### Met2 routing, run 1

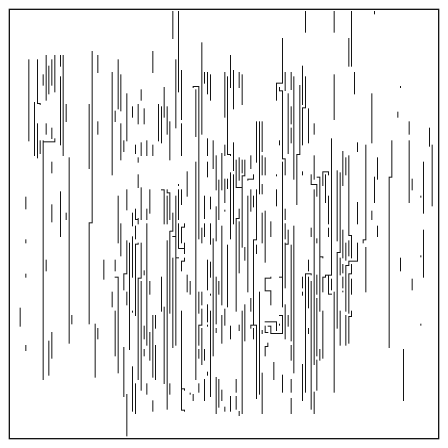
### Gate-type map, run 1

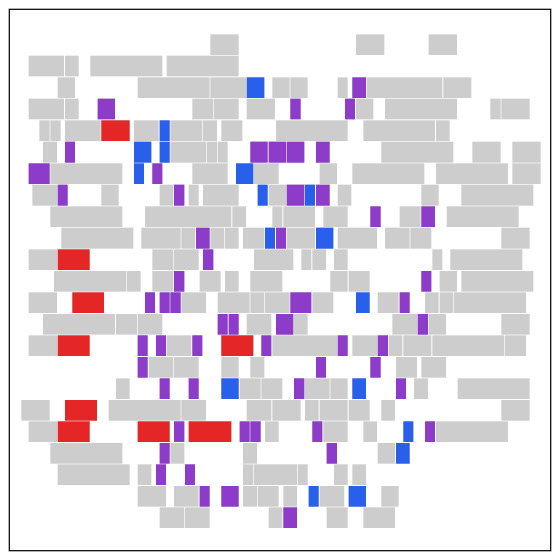
### Clock routing, run 1

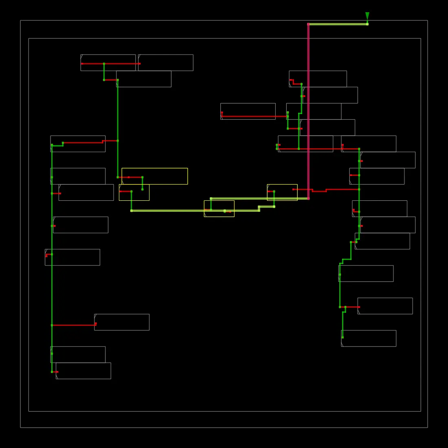
[config.mk]
export PLATFORM = sky130hd
export DESIGN_NAME = sms_pow_seq
export DESIGN_NICKNAME = d
export VERILOG_FILES = /design/src/rtl/sms_pow_seq.sv
export SDC_FILE = /design/constraint.sdc
export NUM_CORES = 1
export LEC_CHECK = 0
export ABC_AREA = 0
export CAP_MARGIN = 20
export CORE_UTILIZATION = 45
export CTS_BUF_LIST = sky130_fd_sc_hd__clkbuf_8
export DETAILED_ROUTE_END_ITERATION = 8
export GPL_TIMING_DRIVEN = 0
export HOLD_SLACK_MARGIN = 0.03
export PLACE_DENSITY = 0.65
export SLEW_MARGIN = 25
export SYNTH_ARGS = -nofsm -noshare
export SYNTH_HDL_FRONTEND = slang
export SYNTH_SLANG_ARGS = --single-unit
[constraint.sdc]
create_clock -name clk -period 2.77 [get_ports clk]
set_input_delay 0.554 -clock clk [delete_from_list [all_inputs] [get_ports clk]]
set_output_delay 0.554 -clock clk [all_outputs]
set_load 0.05 [all_outputs]
[src/rtl/sms_pow_seq.sv]
// sms_pow_seq: sequential power-map S-box engine, y = x^E over GF(2^6).
// Left-to-right square-and-multiply over the 6 exponent bits using a single
// shared GF(2^6) multiplier (modulus t^6 + t + 1, polynomial basis).
// One operation in flight; valid/ready on both sides.
//
// Parameters:
//   E          exponent, legal 1..62
//
// Ports:
//   clk        rising-edge clock
//   rst        asynchronous active-high reset
//   in_valid   operand valid
//   in_ready   operand accepted (high only in IDLE)
//   x          operand, 6-bit polynomial basis
//   out_valid  result valid (DONE)
//   out_ready  consumer accepts result
//   y          result x^E, zero outside DONE
//   busy       high in every state except IDLE
//
// Build option:
//   SMS_POW_ZERO_BYPASS_EN  accepting x==0 jumps straight to DONE with y=0.

module sms_pow_seq #(
   parameter int unsigned E = 40
) (
   input  logic       clk,
   input  logic       rst,
   input  logic       in_valid,
   output logic       in_ready,
   input  logic [5:0] x,
   output logic       out_valid,
   input  logic       out_ready,
   output logic [5:0] y,
   output logic       busy
);

   localparam int unsigned W  = 6;
   localparam int unsigned IW = 3;

   // Exponent bits scanned MSB first; t^6 reduces to t + 1.
   localparam logic [W-1:0]  EXP     = W'(E);
   localparam logic [W-1:0]  MOD_LO  = 6'b000011;
   localparam logic [IW-1:0] IDX_TOP = IW'(W - 1);

   if (E < 1 || E > 62) begin : g_bad_e
      $error("sms_pow_seq: exponent E must lie in 1..62");
   end

   typedef enum logic [1:0] {
      IDLE = 2'd0,
      SQR  = 2'd1,
      MUL  = 2'd2,
      DONE = 2'd3
   } state_t;

   state_t         state,     state_nxt;
   logic [W-1:0]   xr,        xr_nxt;
   logic [W-1:0]   acc,       acc_nxt;
   logic [IW-1:0]  idx,       idx_nxt;
   logic           in_ready_nxt;
   logic           out_valid_nxt;
   logic           busy_nxt;
   logic [W-1:0]   y_nxt;

   logic [W-1:0]   mul_a;
   logic [W-1:0]   mul_b;
   logic [W-1:0]   mul_p;

   // Operand mux for the single multiplier: (acc, acc) squares, (acc, xr) multiplies.
   always_comb begin
      mul_a = acc;
      mul_b = (state == MUL) ? xr : acc;
   end

   // GF(2^6) multiply, Horner form from the MSB of mul_b: p = p*t + b_i*a.
   always_comb begin
      mul_p = '0;
      for (int i = W - 1; i >= 0; i--) begin
         mul_p = {mul_p[W-2:0], 1'b0} ^ (mul_p[W-1] ? MOD_LO : {W{1'b0}});
         if (mul_b[i]) begin
            mul_p = mul_p ^ mul_a;
         end
      end
   end

   // State and datapath registers.
   always_ff @(posedge clk or posedge rst) begin
      if (rst) begin
         state     <= IDLE;
         xr        <= '0;
         acc       <= '0;
         idx       <= '0;
         in_ready  <= 1'b1;
         out_valid <= 1'b0;
         busy      <= 1'b0;
         y         <= '0;
      end else begin
         state     <= state_nxt;
         xr        <= xr_nxt;
         acc       <= acc_nxt;
         idx       <= idx_nxt;
         in_ready  <= in_ready_nxt;
         out_valid <= out_valid_nxt;
         busy      <= busy_nxt;
         y         <= y_nxt;
      end
   end

   // Next-state, datapath and registered-output decode.
   always_comb begin
      state_nxt = state;
      xr_nxt    = xr;
      acc_nxt   = acc;
      idx_nxt   = idx;

      case (state)
         IDLE: begin
            if (in_valid) begin
               xr_nxt = x;
`ifdef SMS_POW_ZERO_BYPASS_EN
               if (x == '0) begin
                  acc_nxt   = '0;
                  state_nxt = DONE;
               end else begin
                  acc_nxt   = W'(1);
                  idx_nxt   = IDX_TOP;
                  state_nxt = SQR;
               end
`else
               acc_nxt   = W'(1);
               idx_nxt   = IDX_TOP;
               state_nxt = SQR;
`endif
            end
         end
         SQR: begin
            acc_nxt = mul_p;
            // A set exponent bit defers the index step to the following MUL.
            if (EXP[idx]) begin
               state_nxt = MUL;
            end else if (idx == '0) begin
               state_nxt = DONE;
            end else begin
               idx_nxt = idx - IW'(1);
            end
         end
         MUL: begin
            acc_nxt = mul_p;
            if (idx == '0) begin
               state_nxt = DONE;
            end else begin
               idx_nxt   = idx - IW'(1);
               state_nxt = SQR;
            end
         end
         DONE: begin
            if (out_ready) begin
               state_nxt = IDLE;
            end
         end
         default: begin
            state_nxt = IDLE;
         end
      endcase

      // Outputs follow the state being entered so they are pure flops.
      in_ready_nxt  = (state_nxt == IDLE);
      out_valid_nxt = (state_nxt == DONE);
      busy_nxt      = (state_nxt != IDLE);
      y_nxt         = (state_nxt == DONE) ? acc_nxt : {W{1'b0}};
   end

endmodule

==> run notes, run 1 <==
State of the implementation.

- The flow ran to the end, and the final reports show no timing, DRC or antenna violations.
- After detailed routing, the average wire length per cell comes to 14.3 um.
- Max-cap violations in this run came to 0.
- Ranked by instance count, the synthesized netlist is headed by sky130_fd_sc_hd__nand2_1, sky130_fd_sc_hd__dfrtp_1, sky130_fd_sc_hd__buf_2, sky130_fd_sc_hd__inv_1, sky130_fd_sc_hd__o21ai_0.
- The launch point of the worst hold path is idx[1]$_DFFE_PP0P_, for reference.
- Clock-pin slew was measured on the worst setup and hold paths at 0.09 ns.
- The die covers 4660 um^2.
- When the netlist entered floorplanning its net count stood at 249.
- The total of cells resized after clock tree synthesis is 0, for reference.
- Between the synthesized netlist and the finished layout, the area growth was recorded as 15.9%.
- The main area contributors are sky130_fd_sc_hd__dfrtp_1, sky130_fd_sc_hd__nand2_1, sky130_fd_sc_hd__ha_1.
- The share of the synthesized area in the top cell type is 31.6%, for reference.
- 19 I/O pins were placed.
- The post-route netlist has 12.2% of its cells at a drive strength greater than 1.
- The pin closest to its max-slew limit shows a slew of 0.876 ns.
- The quantity of I/O buffers inserted on ports is 18, for reference.
- The cell area after synthesis is 1980 um^2, for reference.
- The antenna violation net count after detailed routing is 0, for reference.
- The number of buffers between clock root and the deepest sink is 2, for reference.
- The global-route congestion overflow total is 0, for reference.
- Logged for this run, the post-placement worst setup slack is 0.333 ns.
- The routability congestion estimate from global placement is 0.853, for reference.
- Note, the detailed placer reported a final HPWL of 3300 um.
- The fill cell instance count of the final layout is 392, for reference.
- The most popular library cell in the synthesized design by count is sky130_fd_sc_hd__nand2_1, for reference.
- Yosys reported a register bit count of 26.
- The total core area is 4120 um^2, for reference.
- The clock latency of the later-clocked register in the worst-skew pair is 0.27 ns, for reference.
- The critical path in this run is classified as register to register.
- The iteration count recorded for the first detailed-route pass is 4.
- The post-layout net count is 272, for reference.
- The initial antenna violation count came to 0.
- For reference, the post-synthesis area per instance comes to 8.53 um^2.
- The detailed router finished its first iteration with 74 violations.
- The share of the Yosys chip area taken by registers is 33.0%.
- The first global-routing pass estimated 7580 um of wire.
- The die boundary height is 68.3 um, for reference.
- Yosys reports a chip area of 1980 um^2.
- Across all hold checks on the routed design, the worst slack comes to 0.560 ns.
Back to the opening pictures, 'Met2 routing':
- main direction: vertical
- wire length on this layer: 2050 um
vias: 1683
wirelength, routed: 4340 um
met2 layer usage reported by global route: 34.2%

Back to the opening pictures, 'Gate-type map':
- NAND gates: purple (cells 56)
- multiplexers: red (cells 9)
- NOR gates: blue (cells 17)
count of non-filler cells in the finished layout: 304
proportion of cell area occupied by multi-input gates: 52.0%
dominant logic cell type in the layout: sky130_fd_sc_hd__nand2_1

Back to the opening pictures, 'Clock routing':
Clock buffer cells: 3
FFs & Latches: 26
CTS Sinks: 26

-- run 1: cell usage in the layout, fill, tap and decap left out, drive strengths merged, types with 3 or more instances in the layout --
cell type | netlist | routed
clkbuf | 1 | 4
o21ai | 15 | 15
xnor2 | 9 | 9
and3 | 5 | 5
dfrtp | 25 | 25
nor2b | 5 | 5
and2 | 3 | 3
nor3 | 3 | 3
a31oi | 4 | 4
nand3 | 6 | 6
inv | 11 | 10
a21o | 3 | 3
clkdlybuf4s50 | 0 | 18
nand2 | 41 | 41
a21oi | 9 | 9
nor2 | 8 | 8
nand2b | 6 | 6
mux2 | 8 | 8
a211oi | 3 | 3
o211ai | 3 | 3
ha | 7 | 7
buf | 15 | 15
xor2 | 9 | 9
-- run 1: state kept, by name (all words and copies together), names as in the netlist --
name	flops
y	6
xr	6
idx	3
acc	6
in_ready	1
state	2
busy	1
out_valid	1
-- run 1: path summary, 6_finish.rpt --
path,slack (ns),to,depth (start not counted)
hold reg to reg,0.56,idx[1]$_DFFE_PP0P_,2
setup / recovery,0.29,y[1]$_DFF_PP0_,8
hold / removal,0.56,idx[1]$_DFFE_PP0P_,2
max in group asynchronous,1.69,xr[2]$_DFFE_PP0P_,2
setup reg to reg,0.29,y[1]$_DFF_PP0_,8
min in group asynchronous,0.66,y[0]$_DFF_PP0_,2
-- run 1: cell families (layout without fill, tap and decap cells) --
logic type	count (synthesis)	after routing	share of synthesized area, %
flops	26	26	33.0
mux	9	9	5.25
simple gates	87	87	21.6
xor+xnor	19	19	9.11
compound gates	57	57	19.9
buf+inv	27	49	6.77
fa+ha+maj	7	7	4.43
-- run 1: critical path, cell delays in order, from the launching register on --
cell and delay [ns]:
sky130_fd_sc_hd__dfrtp_1 0.44, sky130_fd_sc_hd__inv_1 0.12, sky130_fd_sc_hd__ha_1 0.31, sky130_fd_sc_hd__inv_1 0.13, sky130_fd_sc_hd__buf_2 0.21, sky130_fd_sc_hd__a221oi_2 0.31
sky130_fd_sc_hd__o21ai_1 0.22, sky130_fd_sc_hd__a2111o_1 0.50, sky130_fd_sc_hd__a31oi_1 0.17
-- run 1: final cells by class --
class,instances,area [um^2],share of cell area (%)
Timing Repair Buffer,18,180,7.86
Inverter,11,41.3,1.80
Buffer,16,92.6,4.04
Multi-Input combinational cell,179,1190,52.0
Clock buffer,3,41.3,1.80
Clock inverter,1,30.0,1.31
Tap cell,50,62.6,2.73
Sequential cell,26,652,28.4
-- run 1: routing by layer --
layer	up-vias	track usage [%]
met5	-	0
met2	51	34.2
met1	773	30.6
li1	853	-
met3	6	4.50
met4	0	4.43
### Metal 3, run 1

Scale bar: 20 um.
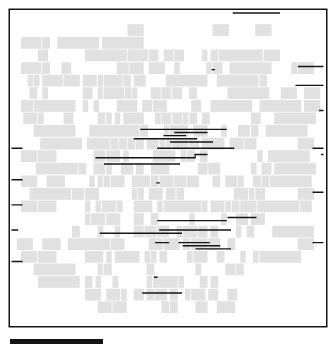

==> run 2, diff against run 1 <==
--- a/config.mk
+++ b/config.mk
@@ -10,7 +10,6 @@
 export CORE_UTILIZATION = 45
 export CTS_BUF_LIST = sky130_fd_sc_hd__clkbuf_8
 export DETAILED_ROUTE_END_ITERATION = 8
-export GPL_TIMING_DRIVEN = 0
 export HOLD_SLACK_MARGIN = 0.03
 export PLACE_DENSITY = 0.65
 export SLEW_MARGIN = 25
### Metal 3, run 2

Scale bar: 20 um.
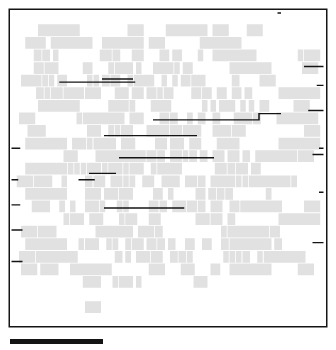
- share of all routed wire: 3.3%
- nets with wire on the layer: 20
- longest straight run: 22.8 um
- main direction: horizontal
- wire length on this layer: 139 um

### Met2 routing, run 2

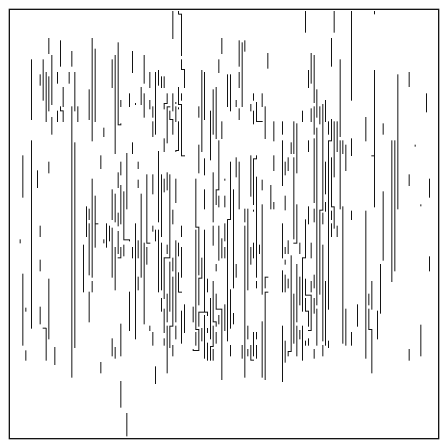
- nets with wire on the layer: 198
- longest straight run: 43.2 um
wirelength, routed: 4170 um
met2 layer usage reported by global route: 29.9%
vias: 1659

==> run notes, run 2 <==
State of the implementation.

- The flow ran to the end, and the final reports show no timing, DRC or antenna violations.
- Counting along the longest clock path gives a buffer depth of 2.
- Yosys attributes the largest share of cell area to sky130_fd_sc_hd__dfrtp_1, sky130_fd_sc_hd__nand2_1, sky130_fd_sc_hd__ha_1.
- The antenna violation net count after detailed routing is 0, for reference.
- The detailed placer's ending HPWL is 3110 um, for reference.
- The share of synthesized area spent on multiplexers is 5.25%, for reference.
- The floorplan step set the die height to 68.3 um.
- The compound-cell area share of the yosys netlist is 19.9%, for reference.
- For reference, simple AND, OR, NAND and NOR cells occupy 21.6% of the area reported after synthesis.
- The worst setup timing slack at the placement stage is 0.316 ns, for reference.
- At the end of the flow, the number of nets in the layout was 261.
- The clock-pin slew reported for the worst setup and hold paths after clock tree synthesis is 0.09 ns, for reference.
- The first global-routing pass estimated 6870 um of wire.
- sky130_fd_sc_hd__nand2_1 is the most common cell in the netlist.
- The worst slew margin relative to its limit is 59.3%, for reference.
- The adder-cell share of the synthesized area is 4.43%, for reference.
- The initial antenna violation count is 0.
- The top cell types in the final layout, fill and taps aside, are sky130_fd_sc_hd__nand2_1, sky130_fd_sc_hd__dfrtp_1, sky130_fd_sc_hd__clkdlybuf4s50_1, sky130_fd_sc_hd__inv_1, sky130_fd_sc_hd__o21ai_0.
- The area growth from synthesis to layout is 13.1%.
- By instance count, the cell type seen most on the critical path is sky130_fd_sc_hd__inv_1.
- The mean cell area of the mapped netlist is 8.53 um^2, for reference.
- The largest individual stage delay along the critical path comes from the cell sky130_fd_sc_hd__a2111o_1.
- TritonRoute output was used to compute an average wire per cell of 14.2 um.
- The quantity of I/O buffers inserted on ports is 18, for reference.
- Listed in order, past its start point the critical path passes inv_1 -> ha_1 -> inv_1 -> buf_4 -> a221oi_2 -> o21ai_1 -> a2111o_1 -> a31oi_1.
- In the routed layout, each cell is associated on average with a via count of 5.66.
- The share of the synthesized area in the top cell type is 31.6%, for reference.
- The clock sink count is 26, for reference.
- The floorplan step records an initial core utilization of 48.1%.
- By area, the combinational part of the netlist is dominated by simple AND/OR/NAND/NOR gates.
- By count the netlist is led by sky130_fd_sc_hd__nand2_1, sky130_fd_sc_hd__dfrtp_1, sky130_fd_sc_hd__buf_2, sky130_fd_sc_hd__inv_1, sky130_fd_sc_hd__o21ai_0.
- The share of synthesized area occupied by flip-flops and latches is 33.0%, for reference.
- The routability congestion estimate from global placement is 0.839, for reference.
- The detailed-routing iteration count for the pre-antenna-repair pass is 4, for reference.
- The cell area after synthesis is 1980 um^2, for reference.
- The starting DRC count in detailed routing is 99, for reference.
- The final tally of setup violations is 0, for reference.
- According to the floorplan report, the total die area is 4660 um^2.
- For this run, the chip area from Yosys synthesis comes to 1980 um^2.
- In the final layout, the registers with the most flip-flops are acc (6), xr (6), y (6).
- The global-route congestion overflow total is 0, for reference.
- The total core area is 4120 um^2, for reference.
- The top-level I/O count is 19, for reference.
- The pin slew with the least headroom to its limit is 0.610 ns, for reference.
- The number of nets in the synthesized netlist is 249.
[run 2: per-stage QoR]
| step | instance area [um^2] | hold slack [ns] | utilization (%) | instances |
|---|---|---|---|---|
| floorplan | 1980 | 0.524 | - | 232 |
| global placement | 2170 | 0.550 | 52.6 | 289 |
| detailed placement | 2170 | 0.548 | 52.6 | 289 |
| CTS | 2240 | 0.562 | 54.4 | 293 |
| global route | 2240 | 0.626 | 54.4 | 293 |
| finish | 2240 | 0.562 | 54.4 | 293 |
[run 2: worst max-delay path, delay by kind of cell, from the launching register on]
family          cells  cell delay (ns)
compound gates      4             1.08
buf+inv             3             0.54
flops               1             0.43
fa+ha+maj           1             0.36
[run 2: cell families after synthesis]
| group | after synthesis |
|---|---|
| and+or+nand+nor | 87 |
| AOI/OAI and AO/OA | 57 |
| buffers and inverters | 27 |
| DFF | 26 |
| xor gates and xnor gates | 19 |
| muxes | 9 |
| adders and majority gates | 7 |
[run 2: final timing paths]
path | start | endpoint | slack, ns | depth (start not counted)
hold reg to reg | idx[1]$_DFFE_PP0P_ | idx[1]$_DFFE_PP0P_ | 0.56 | 2
setup reg to reg | state[0]$_DFF_PP0_ | y[1]$_DFF_PP0_ | 0.28 | 8
min in group asynchronous | rst | y[0]$_DFF_PP0_ | 0.65 | 2
hold / removal | idx[1]$_DFFE_PP0P_ | idx[1]$_DFFE_PP0P_ | 0.56 | 2
setup / recovery | state[0]$_DFF_PP0_ | y[1]$_DFF_PP0_ | 0.28 | 8
max in group asynchronous | rst | state[0]$_DFF_PP0_ | 1.54 | 3
[run 2: layout make-up]
class,instances,area [um^2]
multi-input combinational,179,1190
sequential,26,652
clock buffer,3,41.3
clock inverter,1,30.0
fill,400,1880
tap,50,62.6
inverter,11,41.3
timing repair buffer,23,218
[run 2: layer usage]
metal	global-route usage, %	wire length (um)	vias to the layer above
met5	0	0	-
met4	2.34	21	0
met3	4.00	139	2
met2	29.9	1900	31
met1	28.9	2110	797
li1	-	-	829
### M1 wires, run 2

Supply wires on this layer in gray.
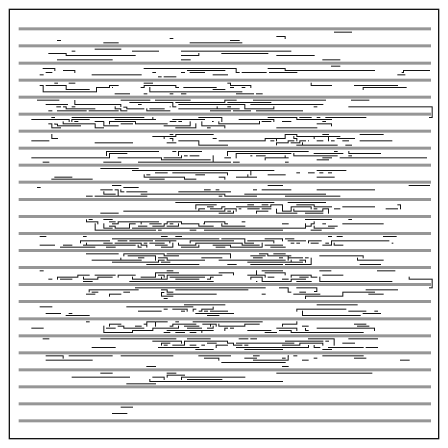

==> run 3, diff against run 2 <==
--- a/config.mk
+++ b/config.mk
@@ -5,13 +5,12 @@
 export SDC_FILE = /design/constraint.sdc
 export NUM_CORES = 1
 export LEC_CHECK = 0
-export ABC_AREA = 0
+export ABC_AREA = 1
 export CAP_MARGIN = 20
 export CORE_UTILIZATION = 45
 export CTS_BUF_LIST = sky130_fd_sc_hd__clkbuf_8
 export DETAILED_ROUTE_END_ITERATION = 8
 export HOLD_SLACK_MARGIN = 0.03
-export PLACE_DENSITY = 0.65
 export SLEW_MARGIN = 25
 export SYNTH_ARGS = -nofsm -noshare
 export SYNTH_HDL_FRONTEND = slang
### M1 wires, run 3

Supply wires on this layer in gray.
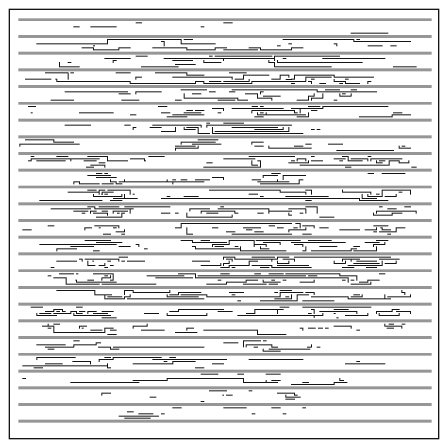
- share of all routed wire: 46%
- nets with wire on the layer: 276
- longest straight run: 32.2 um

==> run notes, run 3 <==
State of the implementation.

- The flow ran to the end, and the final reports show no timing, DRC or antenna violations.
- In this run the standard cell core region covers 4380 um^2.
- The cell-mix breakdown from Yosys lists the simple-gate area share as 35.2%.
- The clock reaches the later pin of the worst-skew pair after 0.28 ns.
- The number of nets handed over by synthesis was 280.
- Per the timing report, the most critical flop-to-flop path originates at state[0]$_DFF_PP0_.
- Sorting the synthesized cells by how often they occur yields sky130_fd_sc_hd__nand2_1, sky130_fd_sc_hd__inv_1, sky130_fd_sc_hd__nor2_1, sky130_fd_sc_hd__dfrtp_1, sky130_fd_sc_hd__nand3_1.
- The final cell count without fillers is 337, for reference.
- The compound-cell area share of the yosys netlist is 9.20%, for reference.
- The antenna violation net count after detailed routing is 0, for reference.
- Setup slack on the worst reg-to-reg path comes out at 0.40 ns.
- The total cell area at the placement stage is 2300 um^2, for reference.
- The endpoint identified for the worst register-to-register timing path is y[3]$_DFF_PP0_.
- The final tally of setup violations is 0, for reference.
- The clock-pin slew reported for the worst setup and hold paths after clock tree synthesis is 0.09 ns, for reference.
- The global-route congestion overflow total is 0, for reference.
- Summing the areas of all xor and xnor instances in the mapped netlist gives 10.0% of the synthesized area.
- The first global-routing pass estimated 8050 um of wire.
- In the final layout, the share of cells above drive strength 1 is 20.4%.
- The initial antenna violation count is 0, for reference.
- The cell depth of the worst flop-to-flop path is 10, for reference.
- Once the floorplan was initialized, standard cells occupied 46.9% of the core.
- The launch point of the worst hold path is xr[2]$_DFFE_PP0P_, for reference.
- The transition time recorded at the tightest slew-check pin is 0.531 ns.
- For this run, the detailed router reports a per-instance via density of 5.09.
- The share of the synthesized area in the top cell type is 30.5%, for reference.
- The slew check shows that the tightest pin keeps a relative margin of 64.4%.
- The share of synthesized area spent on multiplexers is 0.548%, for reference.
- The top cell types in the final layout, fill and taps aside, are sky130_fd_sc_hd__nand2_1, sky130_fd_sc_hd__inv_1, sky130_fd_sc_hd__nor2_1, sky130_fd_sc_hd__dfrtp_1.
- A synthesized cell averages 7.81 um^2.
- The quantity of I/O buffers inserted on ports is 18, for reference.
- Per the layout area report, the register area comes to 652 um^2.
- The first detailed-routing pass ran for 4 iterations.
- The dominant combinational cell family by area after synthesis is simple AND/OR/NAND/NOR gates, for reference.
- Across the run, the number of max-cap violations was 0.
- The worst hold path cell count is 2, for reference.
- The most popular library cell in the synthesized design by count is sky130_fd_sc_hd__nand2_1, for reference.
- Among logic cells in the layout, the one with the most instances is sky130_fd_sc_hd__nand2_1.
- The largest registers in the layout are acc (6), xr (6), y (6).
- The yosys-reported design area after synthesis is 2050 um^2, for reference.
- The routed design shows a wire length per standard cell of 13.1 um.
### Met2 routing, run 3

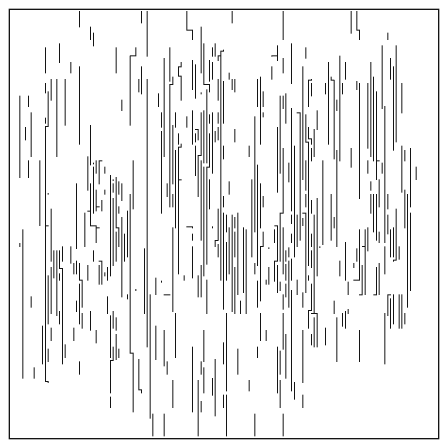
- main direction: vertical
- longest straight run: 43.5 um
- wire length on this layer: 2190 um
- nets with wire on the layer: 248

-- run 3: per-layer routing --
metal	part of all wire (%)	track usage, %	wire (um)	up-vias
met5	0	0	0	-
met4	2.1	9.07	95	0
met3	2.0	2.76	90	9
met2	49	34.2	2190	21
met1	46	28.2	2050	807
li1	-	-	-	877
-- run 3: critical path, cell delays in order, from the launching register on --
cell and delay (ns):
sky130_fd_sc_hd__dfrtp_1 0.40, sky130_fd_sc_hd__inv_1 0.10, sky130_fd_sc_hd__ha_1 0.20, sky130_fd_sc_hd__buf_4 0.19, sky130_fd_sc_hd__o21ai_1 0.46, sky130_fd_sc_hd__nor2_1 0.14, sky130_fd_sc_hd__xor2_2 0.22, sky130_fd_sc_hd__xnor2_1 0.22
sky130_fd_sc_hd__or2_1 0.15, sky130_fd_sc_hd__nand3_2 0.06, sky130_fd_sc_hd__a21oi_1 0.15
-- run 3: worst max path at each step --
stage / from / endpoint / slack, ns
2_1_floorplan: state[0]$_DFF_PP0_ / y[3]$_DFF_PP0_ / 0.74
3_3_place_gp: state[0]$_DFF_PP0_ / y[3]$_DFF_PP0_ / 0.44
3_5_place_dp: state[0]$_DFF_PP0_ / y[3]$_DFF_PP0_ / 0.46
4_1_cts: state[0]$_DFF_PP0_ / y[3]$_DFF_PP0_ / 0.43
5_1_grt: state[0]$_DFF_PP0_ / y[4]$_DFF_PP0_ / 0.08
6_report: state[0]$_DFF_PP0_ / y[3]$_DFF_PP0_ / 0.40
-- run 3: layout make-up --
class                           instances  area share [%]
Clock buffer                            3            1.74
Clock inverter                          1            1.27
Inverter                               39            6.86
Multi-Input combinational cell        195            51.3
Sequential cell                        26            27.5
Tap cell                               52            2.74
Timing Repair Buffer                   21            8.55
-- run 3: stage by stage --
stage                     utilization, %  setup WS, ns  hold slack [ns]
final                               54.1         0.398            0.522
after global routing                54.1        0.0763            0.568
after CTS                           54.1         0.434            0.529
after detailed placement            52.5         0.459            0.506
after global placement              52.5         0.444            0.503
after floorplan                        -         0.742            0.481
-- run 3: kinds of logic (layout without fill, tap and decap cells) --
family | after synthesis | after routing
AND-OR/OR-AND | 31 | 31
XOR/XNOR | 21 | 21
adder cells (fa/ha/maj) | 7 | 7
buffers and inverters | 42 | 64
flip-flops | 26 | 26
multiplexers | 1 | 1
AND/OR/NAND/NOR | 135 | 135
